Run 1, PDN straps and rails:
Bar = 100 um. Pins as bars on the die edge.
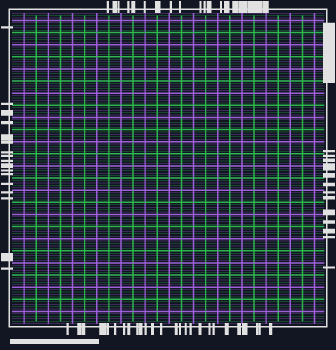
Run 1, cells colored by class:
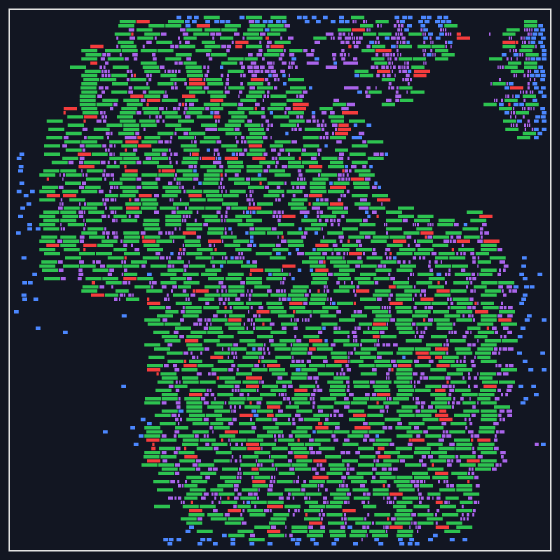
Run 1, clock wiring as the flow saved it:
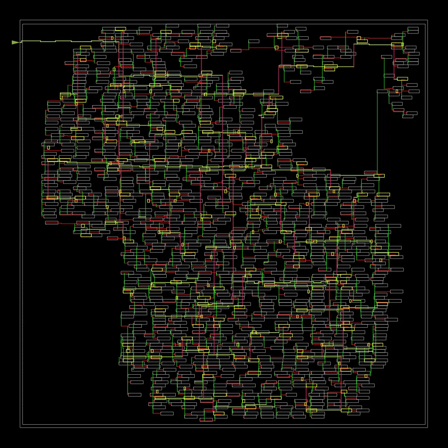
Run 1, routed metal, one color a layer:
Bar = 100 um.
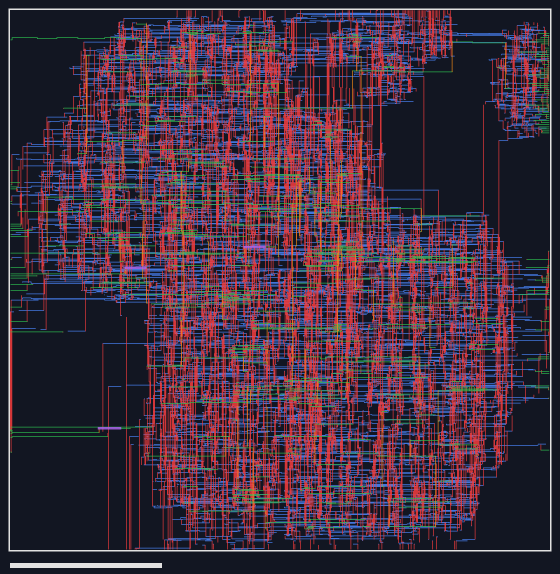
--- src/rtl/sse_pkg.sv ---
// Shared types for the SSE operand-stream driver: FSM states, fp32 words,
// and the operand-pair record held in the buffer.
package sse_pkg;

    typedef enum logic [1:0] {
        IDLE   = 2'd0,
        STREAM = 2'd1,
        DRAIN  = 2'd2
    } state_t;

    typedef logic [31:0] fp32_t;

    typedef struct packed {
        fp32_t a;
        fp32_t b;
    } pair_t;

    localparam fp32_t FP_ZERO = 32'h0000_0000;

endpackage

--- src/rtl/sse_pair_buf.sv ---
// DEPTH x 64-bit operand-pair register file: one synchronous write port,
// one asynchronous read port. Out-of-range writes are dropped, reads return zero.
module sse_pair_buf
    import sse_pkg::*;
#(
    parameter int DEPTH = 16,
    parameter int AW    = 4
) (
    input  logic          clk,
    input  logic          we,
    input  logic [AW-1:0] waddr,
    input  pair_t         wdata,
    input  logic [AW-1:0] raddr,
    output pair_t         rdata
);

    pair_t mem [DEPTH];
    logic  wr_ok;

    // When DEPTH fills the address space every address is valid, so no compare is built.
    generate
        if (DEPTH == (2 ** AW)) begin : g_full
            assign wr_ok = 1'b1;
            assign rdata = mem[raddr];
        end else begin : g_part
            assign wr_ok = (waddr < AW'(DEPTH));
            assign rdata = (raddr < AW'(DEPTH)) ? mem[raddr] : '0;
        end
    endgenerate

    always_ff @(posedge clk) begin
        if (we && wr_ok) begin
            mem[waddr] <= wdata;
        end
    end

endmodule

--- src/rtl/sse_stream_driver.sv ---
// Producer end of the SSE operand stream: replays buffered operand pairs one per
// consumer request, flags end-of-stream, then captures the consumer's result.
module sse_stream_driver
    import sse_pkg::*;
#(
    parameter int DEPTH   = 16,
    parameter int AW      = 4,
    parameter int TIMEOUT = 1024
) (
    input  logic          clk,
    input  logic          rst,
    input  logic          load_we,
    input  logic [AW-1:0] load_addr,
    input  logic [31:0]   load_a,
    input  logic [31:0]   load_b,
    input  logic [AW:0]   count,
    input  logic          go,
    output logic          busy,
    output logic          done,
    output logic          timeout,
    output logic [31:0]   result,
    output logic [31:0]   A,
    output logic [31:0]   B,
    output logic          stop,
    input  logic          sse_next,
    input  logic          sse_ready,
    input  logic [31:0]   sse_y
);

    localparam int WW = (TIMEOUT > 1) ? $clog2(TIMEOUT) : 1;

    state_t        state, state_n;
    logic [AW-1:0] idx, idx_n;
    logic [AW:0]   cnt, cnt_n;
    logic [WW-1:0] wcnt, wcnt_n;
    logic          next_q;
    logic          adv;
    logic          last;
    logic [AW-1:0] rd_addr;
    pair_t         rd_pair;
    fp32_t         a_n, b_n, result_n;
    logic          stop_n, busy_n, done_n, timeout_n;

    sse_pair_buf #(
        .DEPTH (DEPTH),
        .AW    (AW)
    ) u_buf (
        .clk   (clk),
        .we    (load_we && (state == IDLE)),
        .waddr (load_addr),
        .wdata ({load_a, load_b}),
        .raddr (rd_addr),
        .rdata (rd_pair)
    );

    // A level-high sse_next produces a single advance on its rising edge.
    assign adv     = sse_next & ~next_q;
    assign last    = ({1'b0, idx} == (cnt - (AW+1)'(1)));
    assign rd_addr = (state == STREAM) ? (idx + AW'(1)) : '0;

    always_comb begin
        state_n   = state;
        idx_n     = idx;
        cnt_n     = cnt;
        wcnt_n    = wcnt;
        a_n       = A;
        b_n       = B;
        stop_n    = stop;
        busy_n    = busy;
        done_n    = 1'b0;
        result_n  = result;
        timeout_n = timeout;
        case (state)
            IDLE: begin
                if (go) begin
                    timeout_n = 1'b0;
                    if (count == '0) begin
                        done_n   = 1'b1;
                        result_n = FP_ZERO;
                    end else begin
                        cnt_n   = (count > (AW+1)'(DEPTH)) ? (AW+1)'(DEPTH) : count;
                        idx_n   = '0;
                        a_n     = rd_pair.a;
                        b_n     = rd_pair.b;
                        busy_n  = 1'b1;
                        state_n = STREAM;
                    end
                end
            end
            STREAM: begin
                if (adv) begin
                    if (last) begin
                        // Zero operands keep the consumer's sum unchanged while it drains.
                        a_n     = FP_ZERO;
                        b_n     = FP_ZERO;
                        stop_n  = 1'b1;
                        wcnt_n  = '0;
                        state_n = DRAIN;
                    end else begin
                        idx_n = idx + AW'(1);
                        a_n   = rd_pair.a;
                        b_n   = rd_pair.b;
                    end
                end
            end
            DRAIN: begin
                if (sse_ready) begin
                    result_n = sse_y;
                    done_n   = 1'b1;
                    stop_n   = 1'b0;
                    busy_n   = 1'b0;
                    state_n  = IDLE;
                end else if (wcnt == WW'(TIMEOUT - 1)) begin
                    timeout_n = 1'b1;
                    stop_n    = 1'b0;
                    busy_n    = 1'b0;
                    state_n   = IDLE;
                end else begin
                    wcnt_n = wcnt + WW'(1);
                end
            end
            default: begin
                state_n = IDLE;
            end
        endcase
    end

    always_ff @(posedge clk or posedge rst) begin
        if (rst) begin
            state   <= IDLE;
            idx     <= '0;
            cnt     <= '0;
            wcnt    <= '0;
            next_q  <= 1'b0;
            A       <= FP_ZERO;
            B       <= FP_ZERO;
            stop    <= 1'b0;
            busy    <= 1'b0;
            done    <= 1'b0;
            result  <= FP_ZERO;
            timeout <= 1'b0;
        end else begin
            state   <= state_n;
            idx     <= idx_n;
            cnt     <= cnt_n;
            wcnt    <= wcnt_n;
            next_q  <= sse_next;
            A       <= a_n;
            B       <= b_n;
            stop    <= stop_n;
            busy    <= busy_n;
            done    <= done_n;
            result  <= result_n;
            timeout <= timeout_n;
        end
    end

endmodule

--- config.mk ---
export PLATFORM = sky130hd
export DESIGN_NAME = sse_stream_driver
export DESIGN_NICKNAME = d
export VERILOG_FILES = /design/src/rtl/sse_pkg.sv /design/src/rtl/sse_pair_buf.sv /design/src/rtl/sse_stream_driver.sv
export SDC_FILE = /design/constraint.sdc
export NUM_CORES = 1
export LEC_CHECK = 0
export CORE_MARGIN = 2
export CORE_UTILIZATION = 37
export DETAILED_ROUTE_END_ITERATION = 8
export PLACE_DENSITY_LB_ADDON = 0.3
export SETUP_SLACK_MARGIN = 0.4
export SYNTH_ARGS = -nofsm -noshare
export SYNTH_HDL_FRONTEND = slang
export SYNTH_SLANG_ARGS = --single-unit
export TNS_END_PERCENT = 50
--- constraint.sdc ---
create_clock -name clk -period 16.4 [get_ports clk]
set_input_delay 4.1 -clock clk [delete_from_list [all_inputs] [get_ports clk]]
set_output_delay 4.1 -clock clk [all_outputs]
set_load 0.02 [all_outputs]
==> summary.txt, run 1 <==
Entry: Yosys synthesis followed by OpenROAD place and route.

Global routing:
- The run gives the maximum number of pins on one net before global-route repair as 121.
- The run gives the aggregate global-route resource usage as 0.196.
- The run puts the first-pass GRT wire length at 185000 um.
- The run gives the total overflow reported by the global router as 0.

Yosys:
- The run puts the mux share of post-synthesis cell area at 0.0556.
- Of the total synthesized cell area, the portion taken by XOR and XNOR cells is 0.00171.
- Per the synth stats, the flop cell with the highest instance count is edfxtp_1.
- Each instance of the synthesized netlist takes up on average 15.4 um^2.
- The run gives the simple-gate area share of the yosys netlist as 0.0689.
- The run puts the area of the mapped netlist at 45400 um^2.
- Yosys reported a register bit count of 1146.
- The run gives the cell count after synthesis as 2952.
- The run gives the synthesized-area fraction occupied by ao, oa, aoi and oai cells as 0.106.
- The run gives the number of nets in the synthesized netlist as 3066.
- The run gives the yosys stat cell total as 2952.
- Yosys mapped a number of flops with a built-in enable equal to 1024.
- Per the synth stats, the proportion of register bits with asynchronous set or reset is 0.106.
- The synthesis run identifies the leading combinational cell family as AND-OR/OR-AND gates.

Drt:
- For this run, design rule violations remaining after detail routing come to 0.
- For this run, the detailed router's first-pass iteration total came to 5.
- The count of nets left with antenna violations once routing finished came out at 0.
- The run puts the routed via count at 27200.
- For this sky-water flow run, the detailed-routed wirelength per cell is reported as 26.0 um.
- The run puts the total wirelength of the detailed-routed design at 126000 um.

Critical path:
- The cell family contributing the most delay on the critical path is buffers and inverters.
- The worst setup path is launched from an input pin.
- Logic depth along the worst register-to-register path is recorded as 9.
- STA lists the startpoint of the worst register-to-register path as idx[0].
- The endpoint identified for the worst register-to-register timing path is A[4].
- The run gives the number of cells on the critical path as 5.
- For the worst setup path, the data arrival time is 6.79 ns.

Clocking:
- At the later pin of the worst-skew pair, clock insertion delay measures 0.72 ns.
- The run gives the post-cts repair resize count as 0.
- The tree is rooted in a clkbuf_16.
- Buffers added to address setup during post-CTS repair amount to 0.
- TritonCTS built the clock tree.
- The run gives the number of hold-repair buffers added at the cts stage as 0.

Placement:
- The run puts the number of placed instances with taps included at 4625.

Outcome:
- The flow ran to the end, and the final reports show no timing, DRC or antenna violations.

STA:
- The run gives the headroom to the max-slew limit as 0.294.
- From the final report, the count of setup violators was given as 0.
- The run gives the tightest hold margin as 0.464 ns.
- The run puts the post-route clock period utilization at 0.395.
- Setup repair after global routing left no endpoint under its margin.

Min path:
- The run gives the worst-case hold path end point as result[4].
- The run puts the cell depth of the worst min-delay path at 2.
- STA lists the startpoint of the worst hold path as result[4].

Layout:
- The run gives the relative area change from synthesis to final layout as 16.9%.

Pwr:
- The run puts the reported leakage power at 17.7 nW.

Floorplanning:
- The run gives the die extent in x as 354 um.
## Picture notes: 'PDN straps and rails'
net	color
VSS	purple
VDD	green
met1 rails	129
rows	128
signal pins	211
met4 straps	25

## Picture notes: 'cells colored by class'
class	color	cells
all other logic	purple	1582
flip-flops	green	1146
other buffers and delay cells	blue	272
clock drivers and dummy loads	red	214
number of cell rows: 128
post-route cell area: 53100 um^2
core area: 122000 um^2
utilization after layout: 0.436

## Picture notes: 'clock wiring as the flow saved it'
total CTS buffers: 114
worst setup skew after layout: 0.0357 ns
total number of sequential cells: 1146
clock buffers: 162
CTS sink cnt: 1146

## Picture notes: 'routed metal, one color a layer'
layer	color	wire length
met3	green	7990 um
met5	purple	39.6 um
met2	red	61.7 mm
met4	orange	2260 um
met1	blue	53.8 mm

## run 1: power by group
part,internal (mW),switching (mW)
Clock,1.52,1.12
Sequential,3.31,0.140
Combinational,1.19,2.39
## run 1: synth_stat cells (37+ instances only)
master,number,area (um^2)
nand3_1,125,626
a211oi_1,37,278
a221oi_1,48,420
a21oi_1,184,921
nor3_1,47,235
o21ai_0,48,240
buf_2,70,350
clkbuf_1,119,447
o31ai_1,51,383
a31oi_1,65,407
o221ai_1,58,508
nand2b_1,60,375
nor2_1,41,154
o211ai_1,43,323
a221o_1,56,561
mux2i_1,213,2130
edfxtp_1,1024,30700
dfrtp_1,122,3050
nand2_1,267,1000
## run 1: routing by layer
| layer | routed length, um | GRT usage | vias up |
|---|---|---|---|
| met5 | 39 | 0 | - |
| met4 | 2260 | 0.0447 | 6 |
| met3 | 7990 | 0.0314 | 163 |
| met2 | 61700 | 0.331 | 960 |
| met1 | 53800 | 0.267 | 14000 |
| li1 | - | - | 12000 |
## run 1: flip-flops by register name, summed over array words and instances, names as in the netlist
| name | flops |
|---|---|
| state | 2 |
| stop | 1 |
| u_buf.mem | 1024 |
| wcnt | 10 |
| A | 32 |
| done | 1 |
| next_q | 1 |
| idx | 4 |
| cnt | 5 |
| B | 32 |
| timeout | 1 |
| busy | 1 |
| result | 32 |
## run 1: area by class of cell
| type | count | area [um^2] | share of cell area |
|---|---|---|---|
| flip-flops and latches | 1146 | 33800 | 0.637 |
| multi-input cells | 1572 | 10800 | 0.204 |
| clock buffers | 162 | 3210 | 0.0604 |
| repair buffers | 272 | 2580 | 0.0486 |
| well taps | 1625 | 2030 | 0.0383 |
| clock inverters | 52 | 602 | 0.0113 |
| inverters | 10 | 43.8 | 0.000825 |
Run 1, clock distribution:
Bar = 100 um.
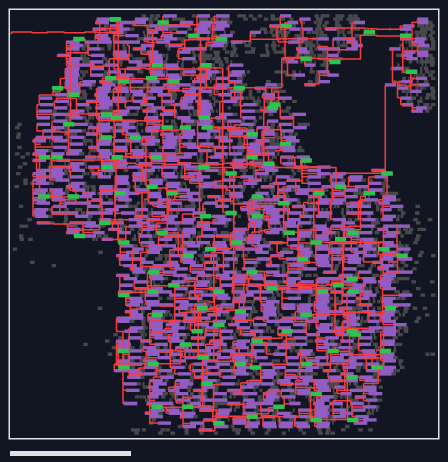

==> run 1 -> run 2 <==
clock period = 6.75 ns   (was 16.4 ns; I/O delays follow)
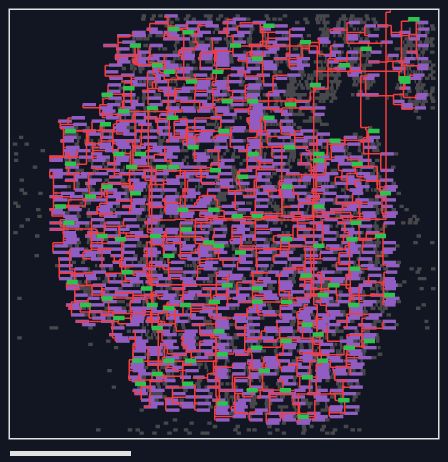
Run 2: clock distribution
Bar = 100 um.
[cells driving clock nets] green | count: 113
[clock wires] red | length: 13300 um
[flip-flops] purple | count: 1146
routed clock nets	114
Clock Power Share: 0.270
Power Clock: 6.26 mW
worst setup skew after layout: 0.0268 ns

==> run 2 against run 1 <==
  * Cell area about the same
  * Sequential share of layout area decreased by 0.057 points
  * Via count increased by 0.13%
  * Largest cell class unchanged
  * Critical path type unchanged
  * Critical endpoint is now u_buf.mem[7][4]
  * Synthesized area unchanged
  * Sequential power increased by 140%
  * Power increased by 140%
==> summary.txt, run 2 <==
Entry: Yosys synthesis followed by OpenROAD place and route.

STA:
- The run gives the number of endpoints failing setup at the final stage as 0 (unchanged).
- Dividing the final minimum period by the clock period gives 0.582.
- The headroom to the max-slew limit is 0.157 (-0.136).

Min path:
- The run puts the cell depth of the worst min-delay path at 2 (unchanged).
- For the worst min-delay path, the startpoint reported by OpenROAD is result[18].
- For hold timing, the worst endpoint is result[18].

Drt:
- The total wirelength of the detailed-routed design is 123000 um (-2.3%).
- The run puts the average wire per cell in the routed design at 25.4 um (-2.3%).
- The run gives the number of DRC violations after detailed routing as 0 (unchanged).
- The run puts the remaining antenna violation count at 0 (unchanged).
- The run gives the number of detailed-route iterations in the first pass as 5 (unchanged).
- The run puts the routed via count at 27200 (+0.13%).

Pwr:
- The run gives the reported leakage power as 17.7 nW (about the same).
- The run gives the internal power as 14.5 mW (+140%).
- The run puts the logic gate share of total power at 0.369 (about the same).
- The run gives the fraction of power spent switching nets as 0.373 (-0.00448).
- The run puts the fraction of power consumed by sequential logic at 0.361 (+0.004).

Yosys:
- The run gives the cell taking the most area after synthesis as edfxtp_1.
- The per-instance average area after synthesis was 15.4 um^2 (unchanged).
- The run gives the count of library flops with an enable pin as 1024 (unchanged).
- The run puts the area of the mapped netlist at 45400 um^2 (unchanged).
- The run gives the async set-reset flop share out of synthesis as 0.106 (unchanged).
- The most used flip-flop cell after synthesis is edfxtp_1.
- Yosys attributes the largest share of cell area to edfxtp_1 (68%), dfrtp_1 (6.7%), mux2i_1 (4.7%), nand2_1 (2.2%), a21oi_1 (2.0%).
- The run gives the cell count after synthesis as 2952 (unchanged).
- The run puts the top-area cell type share of the netlist area at 0.677 (unchanged).

Critical path:
- The run gives the data arrival time of the critical path as 4.26 ns (-2.53 ns).
- The worst setup path is launched from an input pin.
- The run gives the startpoint of the lowest-slack register-to-register path as state[1].
- The run gives the family with the most delay on the worst path as buffers and inverters.
- The run puts the number of cells on the critical path at 4 (-1).
- Looking at the reg2reg group, the worst path ends at idx[1].

Global routing:
- The run puts the total overflow reported by the global router at 0 (unchanged).
- The run puts the maximum number of pins on one net before global-route repair at 146 (+21%).
- The run gives the aggregate global-route resource usage as 0.192 (-0.00373).
- The run puts the first-pass GRT wire length at 182000 um (-1.4%).

Clocking:
- The run gives the TritonCTS clock tree as yes.
- The run puts the post-CTS setup buffer count at 0 (unchanged).
- The run gives the clock buffer count from CTS as 113 (-0.88%).
- The run gives the number of clock sinks seen by CTS as 1146 (unchanged).
- The root buffer cell chosen for the clock tree is clkbuf_16.
- The run gives the post-cts repair resize count as 0 (unchanged).
- The run puts the number of hold-repair buffers added at the cts stage at 0 (unchanged).

Layout:
- The run gives the relative area change from synthesis to final layout as 17.0% (about the same).
- u_buf.mem holds more flip-flops than any other register.
- The run puts the flip-flop count of the largest register, all copies and words added at 1024 (unchanged).

Outcome:
- The flow ran to the end, and the final reports show no timing, DRC or antenna violations.

Floorplanning:
- The run gives the site row count as 128 (unchanged).
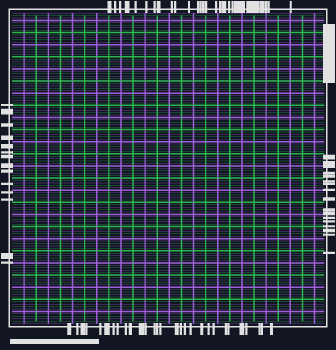
Run 2: PDN straps and rails
Bar = 100 um. Pins as bars on the die edge.
net	color
VSS	purple
VDD	green
signal pins	211
met5 straps	25
met4 straps	25
rows	128
die width: 354 um
Die Height: 354 um
Peak supply drop: 0.000520 V

[run 2: cell counts after synthesis]
Identical to the previous run, type by type.
[run 2: through the flow]
stage	setup WS, ns	power (mW)	cells
2_1_floorplan	-0.0787	14.0	2952
3_3_place_gp	2.15	17.0	4627
3_5_place_dp	2.11	17.1	4627
4_1_cts	2.78	23.3	4839
5_1_grt	2.54	24.3	4839
6_report	2.82	23.2	4839
[run 2: per-layer routing]
layer / up-vias / global-route usage / wire length [um] / share of wire
li1: 12100 / - / - / -
met1: 14000 / 0.265 / 53200 / 0.43
met2: 930 / 0.314 / 59000 / 0.48
met3: 166 / 0.0298 / 7750 / 0.063
met4: 8 / 0.0597 / 2980 / 0.024
met5: - / 0 / 51 / 0.00041
[run 2: power groups by stage]
stage | combinational [mW] | sequential [mW] | clock, mW
2_1_floorplan | 5.47 | 8.55 | 0
3_3_place_gp | 8.49 | 8.53 | 0
3_5_place_dp | 8.57 | 8.52 | 0
4_1_cts | 8.60 | 8.38 | 6.37
5_1_grt | 9.23 | 8.40 | 6.64
6_report | 8.55 | 8.36 | 6.26
[run 2: logic make-up after synthesis]
family | after synthesis | synth area share
compound gates | 683 | 0.106
xor+xnor | 8 | 0.00171
mux | 246 | 0.0556
flops | 1146 | 0.744
fa+ha+maj | 3 | 0.000826
simple gates | 632 | 0.0689
buf+inv | 234 | 0.0228
[run 2: area by class of cell]
cell class | count | area (um^2)
clock buffer | 148 | 3120
clock inverter | 64 | 561
fill | 10700 | 68700
inverter | 10 | 43.8
multi-input combinational | 1572 | 10800
sequential | 1146 | 33800
tap | 1625 | 2030
timing repair buffer | 274 | 2730
[run 2: worst min-delay path, delay by kind of cell (launching register included)]
kind / cells / cell delay [ns]
flip-flops: 1 / 0.34
AND/OR/NAND/NOR: 2 / 0.10
Power figures rest on the tool's default switching activity, not on a simulated workload.
